**src/rtl/alu_seq_if.sv**
```systemverilog
// Operand/opcode load bus plus start/busy/done handshake for alu_seq.
interface alu_seq_if #(
  parameter int N = 16
);
  logic         load_A;
  logic         load_B;
  logic         load_Op;
  logic         start;
  logic [N-1:0] data_in;
  logic [N-1:0] result;
  logic [4:0]   flags;
  logic         busy;
  logic         done;

  modport master (
    output load_A, load_B, load_Op, start, data_in,
    input  result, flags, busy, done
  );

  modport slave (
    input  load_A, load_B, load_Op, start, data_in,
    output result, flags, busy, done
  );
endinterface

```
**src/rtl/alu_seq.sv**
```systemverilog
// Register-loaded ALU; logic/add/sub finish on the start edge, shifts take amt edges, MUL takes N.
// No backpressure: loads and start are dropped while busy, done is a one-cycle pulse.
module alu_seq #(
  parameter int N         = 16,
  parameter bit ARITH_SHR = 1'b0
) (
  input  logic     clk,
  input  logic     reset,
  alu_seq_if.slave bus
);
  localparam int SW = $clog2(N);
  localparam int CW = SW + 1;

  typedef enum logic {IDLE, RUN} state_t;
  typedef enum logic [2:0] {
    OP_NOR  = 3'd0,
    OP_NAND = 3'd1,
    OP_ADD  = 3'd2,
    OP_SUB  = 3'd3,
    OP_XOR  = 3'd4,
    OP_SHL  = 3'd5,
    OP_SHR  = 3'd6,
    OP_MUL  = 3'd7
  } op_t;

  state_t         state_q, state_d;
  op_t            op_q, op_d, wop_q, wop_d;
  logic [N-1:0]   a_q, a_d, b_q, b_d;
  logic [N-1:0]   res_q, res_d;
  logic [4:0]     flags_q, flags_d;
  logic           done_q, done_d;
  logic [CW-1:0]  cnt_q, cnt_d;
  logic [N-1:0]   sh_q, sh_d, mpl_q, mpl_d;
  logic [2*N-1:0] mcand_q, mcand_d, acc_q, acc_d;

  logic [N:0]     sum, dif;
  logic [SW-1:0]  amt;
  logic [N-1:0]   imm_res;
  logic           imm_c, imm_v, imm_multi;
  logic [N-1:0]   sh_nxt;
  logic           sh_out;
  logic [2*N-1:0] acc_nxt;

  function automatic logic [4:0] mk_flags(input logic [N-1:0] r, input logic c, input logic v);
    return {v, c, ~|r, r[N-1], ~^r};
  endfunction

  // Single-cycle datapath on the committed registers, plus the multi-cycle decision.
  always_comb begin
    sum       = {1'b0, a_q} + {1'b0, b_q};
    dif       = {1'b0, a_q} - {1'b0, b_q};
    amt       = b_q[SW-1:0];
    imm_res   = a_q;
    imm_c     = 1'b0;
    imm_v     = 1'b0;
    imm_multi = 1'b0;
    case (op_q)
      OP_NOR:  imm_res = ~(a_q | b_q);
      OP_NAND: imm_res = ~(a_q & b_q);
      OP_ADD: begin
        imm_res = sum[N-1:0];
        imm_c   = sum[N];
        imm_v   = (a_q[N-1] == b_q[N-1]) && (sum[N-1] != a_q[N-1]);
      end
      OP_SUB: begin
        imm_res = dif[N-1:0];
        imm_c   = dif[N];
        imm_v   = (a_q[N-1] != b_q[N-1]) && (dif[N-1] != a_q[N-1]);
      end
      OP_XOR:         imm_res = a_q ^ b_q;
      OP_SHL, OP_SHR: imm_multi = (amt != '0);
      OP_MUL:         imm_multi = 1'b1;
      default:        imm_res = a_q;
    endcase
  end

  // One iteration of the working shift / shift-add multiply.
  always_comb begin
    if (wop_q == OP_SHL) begin
      sh_nxt = {sh_q[N-2:0], 1'b0};
      sh_out = sh_q[N-1];
    end else begin
      sh_nxt = {ARITH_SHR & sh_q[N-1], sh_q[N-1:1]};
      sh_out = sh_q[0];
    end
    acc_nxt = mpl_q[0] ? (acc_q + mcand_q) : acc_q;
  end

  always_comb begin
    state_d = state_q;
    a_d     = a_q;
    b_d     = b_q;
    op_d    = op_q;
    wop_d   = wop_q;
    res_d   = res_q;
    flags_d = flags_q;
    done_d  = 1'b0;
    cnt_d   = cnt_q;
    sh_d    = sh_q;
    mpl_d   = mpl_q;
    mcand_d = mcand_q;
    acc_d   = acc_q;
    case (state_q)
      IDLE: begin
        if (bus.load_A)  a_d  = bus.data_in;
        if (bus.load_B)  b_d  = bus.data_in;
        if (bus.load_Op) op_d = op_t'(bus.data_in[2:0]);
        if (bus.start) begin
          if (imm_multi) begin
            state_d = RUN;
            wop_d   = op_q;
            sh_d    = a_q;
            mcand_d = {{N{1'b0}}, a_q};
            mpl_d   = b_q;
            acc_d   = '0;
            cnt_d   = (op_q == OP_MUL) ? CW'(N) : CW'(amt);
          end else begin
            res_d   = imm_res;
            flags_d = mk_flags(imm_res, imm_c, imm_v);
            done_d  = 1'b1;
          end
        end
      end
      RUN: begin
        cnt_d   = cnt_q - CW'(1);
        sh_d    = sh_nxt;
        mcand_d = mcand_q << 1;
        mpl_d   = mpl_q >> 1;
        acc_d   = acc_nxt;
        // Last iteration: publish straight from the step logic so the result lands on edge k+L.
        if (cnt_q == CW'(1)) begin
          state_d = IDLE;
          done_d  = 1'b1;
          if (wop_q == OP_MUL) begin
            res_d   = acc_nxt[N-1:0];
            flags_d = mk_flags(acc_nxt[N-1:0], |acc_nxt[2*N-1:N], 1'b0);
          end else begin
            res_d   = sh_nxt;
            flags_d = mk_flags(sh_nxt, sh_out, 1'b0);
          end
        end
      end
      default: state_d = IDLE;
    endcase
  end

  always_ff @(posedge clk) begin
    if (!reset) begin
      state_q <= IDLE;
      a_q     <= '0;
      b_q     <= '0;
      op_q    <= OP_NOR;
      wop_q   <= OP_NOR;
      res_q   <= '0;
      flags_q <= '0;
      done_q  <= 1'b0;
      cnt_q   <= '0;
      sh_q    <= '0;
      mpl_q   <= '0;
      mcand_q <= '0;
      acc_q   <= '0;
    end else begin
      state_q <= state_d;
      a_q     <= a_d;
      b_q     <= b_d;
      op_q    <= op_d;
      wop_q   <= wop_d;
      res_q   <= res_d;
      flags_q <= flags_d;
      done_q  <= done_d;
      cnt_q   <= cnt_d;
      sh_q    <= sh_d;
      mpl_q   <= mpl_d;
      mcand_q <= mcand_d;
      acc_q   <= acc_d;
    end
  end

  assign bus.result = res_q;
  assign bus.flags  = flags_q;
  assign bus.busy   = (state_q == RUN);
  assign bus.done   = done_q;
endmodule

```
**src/flat_wrapper.sv**
```systemverilog
// flat-port wrapper written by rule: the top's interface ports become plain ports
module alu_seq_flat 
#(
  parameter int N         = 16,
  parameter bit ARITH_SHR = 1'b0
)
  (clk, reset, bus_load_A, bus_load_B, bus_load_Op, bus_start, bus_data_in, bus_result, bus_flags, bus_busy, bus_done);
  alu_seq_if #(.N(N)) bus_i ();
  input  logic clk;
  input  logic reset;
  input wire logic [$bits(bus_i.load_A)-1:0] bus_load_A;
  input wire logic [$bits(bus_i.load_B)-1:0] bus_load_B;
  input wire logic [$bits(bus_i.load_Op)-1:0] bus_load_Op;
  input wire logic [$bits(bus_i.start)-1:0] bus_start;
  input wire logic [$bits(bus_i.data_in)-1:0] bus_data_in;
  output wire logic [$bits(bus_i.result)-1:0] bus_result;
  output wire logic [$bits(bus_i.flags)-1:0] bus_flags;
  output wire logic [$bits(bus_i.busy)-1:0] bus_busy;
  output wire logic [$bits(bus_i.done)-1:0] bus_done;
  assign bus_i.load_A = bus_load_A;
  assign bus_i.load_B = bus_load_B;
  assign bus_i.load_Op = bus_load_Op;
  assign bus_i.start = bus_start;
  assign bus_i.data_in = bus_data_in;
  assign bus_result = bus_i.result;
  assign bus_flags = bus_i.flags;
  assign bus_busy = bus_i.busy;
  assign bus_done = bus_i.done;
  alu_seq #(.N(N), .ARITH_SHR(ARITH_SHR)) u_core (.clk(clk), .reset(reset), .bus(bus_i));
endmodule
```
**config.mk**
```make
export PLATFORM = sky130hd
export DESIGN_NAME = alu_seq_flat
export DESIGN_NICKNAME = d
export VERILOG_FILES = /design/src/rtl/alu_seq_if.sv /design/src/rtl/alu_seq.sv /design/src/flat_wrapper.sv
export SDC_FILE = /design/constraint.sdc
export NUM_CORES = 1
export LEC_CHECK = 0
export CAP_MARGIN = 20
export CORE_UTILIZATION = 63
export DETAILED_ROUTE_END_ITERATION = 8
export GPL_ROUTABILITY_DRIVEN = 1
export HOLD_SLACK_MARGIN = 0.02
export PLACE_DENSITY = 0.82
export RECOVER_POWER = 50
export SLEW_MARGIN = 20
export SYNTH_ARGS = -nofsm -noshare
export SYNTH_HDL_FRONTEND = slang
export SYNTH_SLANG_ARGS = --single-unit
export TNS_END_PERCENT = 20
```
**constraint.sdc**
```tcl
create_clock -name clk -period 4.5 [get_ports clk]
set_input_delay 1.125 -clock clk [delete_from_list [all_inputs] [get_ports clk]]
set_output_delay 1.125 -clock clk [all_outputs]
set_load 0.05 [all_outputs]
```
==> impl_metrics.csv <==
group,metric,value,unit
power_and_ir_drop,top_power_group,"clock",
power_and_ir_drop,share_seq_of_total_power,0.400,
final_layout,lay_top_count,"sky130_fd_sc_hd__nand2_1",
power_and_ir_drop,p_leak,5.45,nW
routing,top_signal_layer_used,"met4",
cts,cts_resized,0,
setup_path,timing.rr.start,"u_core.bus.busy",
yosys,postSynthCellCount,1551,
yosys,netlist_area,12100,um2
final_layout,num-multi-input-gates,1221,
setup_path,critical_path.top_delay_family,"buffers and inverters",
yosys,fa_ha_area_frac,0.118,
routing,count_of_vias_placed_by_the_detailed_router,11421,
cts,cts_sinks,161,
yosys,ys_dominant_reg_cell,"sky130_fd_sc_hd__dfxtp_1",
power_and_ir_drop,power.sequential.total,0.00152,W
routing,drt-initial-drc-count,1025,
timing,max_slew.worst_pin.slew,2170,ps
yosys,post_synth_mux_area_share,0.0443,
yosys,top_cells_by_count,"sky130_fd_sc_hd__nand2_1 (223), sky130_fd_sc_hd__dfxtp_1 (161), sky130_fd_sc_hd__a21oi_1 (123), sky130_fd_sc_hd__ha_1 (109), sky130_fd_sc_hd__o21ai_0 (102)",
final_layout,final_layout_size_suffix_gt1_frac,0.0463,
timing,grt_setup_unrepaired,"false",
final_layout,leading_registers_by_flop_count,"u_core.acc_q (32), u_core.mcand_q (32)",
timing,timing_max_transition_violations_final,111,
power_and_ir_drop,internal-power,0.00270,W
final_layout,clockBufferCount,24,
timing,final.setup.worst_slack,288,ps
min_path,hold_path.startpoint,"u_core.b_q[7]",
power_and_ir_drop,power.clock.total,0.00155,W
yosys,leading_cell_types_by_total_area_after_synthesis,"sky130_fd_sc_hd__dfxtp_1 (27%), sky130_fd_sc_hd__ha_1 (11%), sky130_fd_sc_hd__nand2_1 (6.9%)",
yosys,ys_sh_simple,0.191,
final_layout,layout-area-overhead-vs-synth,8.58,%
cts,ctsRootBufferMaster,"sky130_fd_sc_hd__clkbuf_16",
timing,finalSetupTns,0,ps
final_layout,flops,161,
routing,ant_nets,0,
global_routing,use_met1,0.452,
yosys,synth_dominant_cell_count,"sky130_fd_sc_hd__nand2_1",
setup_path,critical_path.slowest_cell,"sky130_fd_sc_hd__clkbuf_2",
floorplan,total_i_o_pin_count,45,
final_layout,post_layout_nonfiller_instances,1767,
final_layout,final.signal_inverter_count,60,
final_layout,layout.clock.cell_area_share,0.0469,
setup_path,end_kind,"flip-flop",
placed_design,detailed_place.area,12500,um2
cts,post_cts_hold_buffers,0,
final_layout,non_clock_buffer_area_share,0.0415,
power_and_ir_drop,worst_ir_drop_vdd,286,uV
cts,buffers_inserted_during_post_cts_setup_optimization,0,
yosys,ys_chip_area,12100,um2
final_layout,antenna-diode-count,0,
timing,slew-limit-headroom,-0.448,
setup_path,worst-path-stages,5,
final_layout,sh_comb_area,0.626,
min_path,holdPathStages,2,
final_layout,seq-cell-share,0.246,
setup_path,worst_setup_path_start_kind,"flip-flop",
yosys,synth-seq-cells,161,
global_routing,first_pass_grt_wire_length,54.5,mm
outcome,failed_checks,"max-capacitance violations, max-slew violations",
min_path,hold_path_class,"reg -> reg",
yosys,ys_top_logic_family,"AND-OR/OR-AND gates",
final_layout,buffers,60,
setup_path,critical_path.max_stage_delay,1600,ps
placed_design,place_congestion,1.01,
cts,clk-insertion-delay-late,440,ps
setup_path,critical_path.n_buffers_inverters,2,
timing,hold_viol_final,0,
job,log.warning_count,65,
power_and_ir_drop,power_combinational,0.000736,W
global_routing,groute.usage.overall,0.346,
power_and_ir_drop,part_of_the_power_in_the_clock_network,0.407,
routing,wl_met3,2.25,mm
cts,clkTransAtPathRegs,60,ps
final_layout,largestClassByArea,"multi-input combinational cells",
yosys,xor_area_frac,0.0465,
global_routing,global_route.peak_usage_layer,"met2",
timing,setup_viol,0,
setup_path,cpMostUsedCell,"sky130_fd_sc_hd__nand2_1",
placed_design,placement.setup.worst_slack,572,ps
yosys,syn-mean-instance-area,7.78,um2
routing,wl_met2,15.5,mm
outcome,status,"finished, violations left",
yosys,synth_async_sr_flop_share,0,
setup_path,timing.critical_path.arrival,4530,ps
yosys,syn-num-nets,1685,
setup_path,worstSetupEndpoint,"u_core.a_q[14]",
job,max_cap_viol_count,1,
floorplan,taps,234,
global_routing,maximum_number_of_pins_on_one_net_before_global_route_repair,111,
global_routing,number_of_antenna_violations_at_the_first_check_in_global_routing,0,
timing,max_freq,237,MHz
floorplan,design.die.area,19700,um2
floorplan,chipHeight,140,um
floorplan,initial_core_util,0.643,
setup_path,critPathLaunch,"u_core.bus.busy",
setup_path,r2r_setup_slack,290,ps
yosys,synthesis_warning_total,0,
setup_path,ordered_list_of_cells_on_the_worst_path,"inv_1 > clkbuf_2 > nand2_1 > nand2_1 > a21boi_0",
cts,cts_inserted_buffers,17,
yosys,synth_top_cell_by_area,"sky130_fd_sc_hd__dfxtp_1",
yosys,synthDistinctLibCells,77,
placed_design,numPortBuffers,44,
power_and_ir_drop,powerDensity,291,nW/um2
setup_path,critPathMaxFanout,110,
floorplan,die-width,140,um
power_and_ir_drop,pwr-share-comb,0.193,
cts,cts_tree,"yes",
final_layout,nNetsFinal,1655,
final_layout,mostFrequentLayoutCells,"sky130_fd_sc_hd__nand2_1 (223), sky130_fd_sc_hd__dfxtp_1 (160), sky130_fd_sc_hd__a21oi_1 (123), sky130_fd_sc_hd__ha_1 (109), sky130_fd_sc_hd__o21ai_0 (102)",
placed_design,detailed_place_hpwl,23.9,mm
power_and_ir_drop,p_switching,0.00111,W
routing,via_density,6.46,
yosys,synthAoiAreaFrac,0.279,
setup_path,timing.critical_path.required,4820,ps
final_layout,final_design_area_no_fill,13100,um2
routing,drc,0,
min_path,hold_path_end,"u_core.b_q[7]",
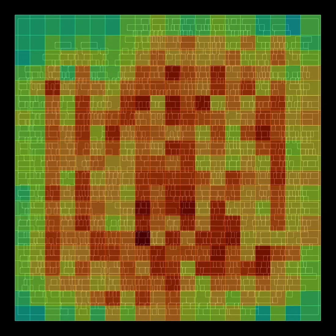
Fig. 1. Track usage over the die.
wire length per cell: 18.9 um
met3 Usage GRT: 0.0591
met2 demand-to-capacity share in global routing: 0.571

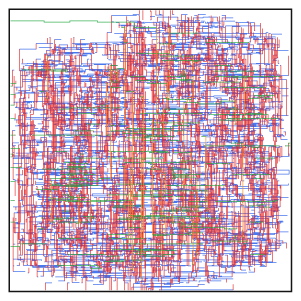
Fig. 2. Signal wires by layer.
Drawn at 2 px/um.
color	layer	wire length
green	metal 3	2,250 um
orange	metal 4	1,040 um
red	metal 2	15,500 um
blue	metal 1	14,700 um

Power is estimated from default activity; no workload was simulated.
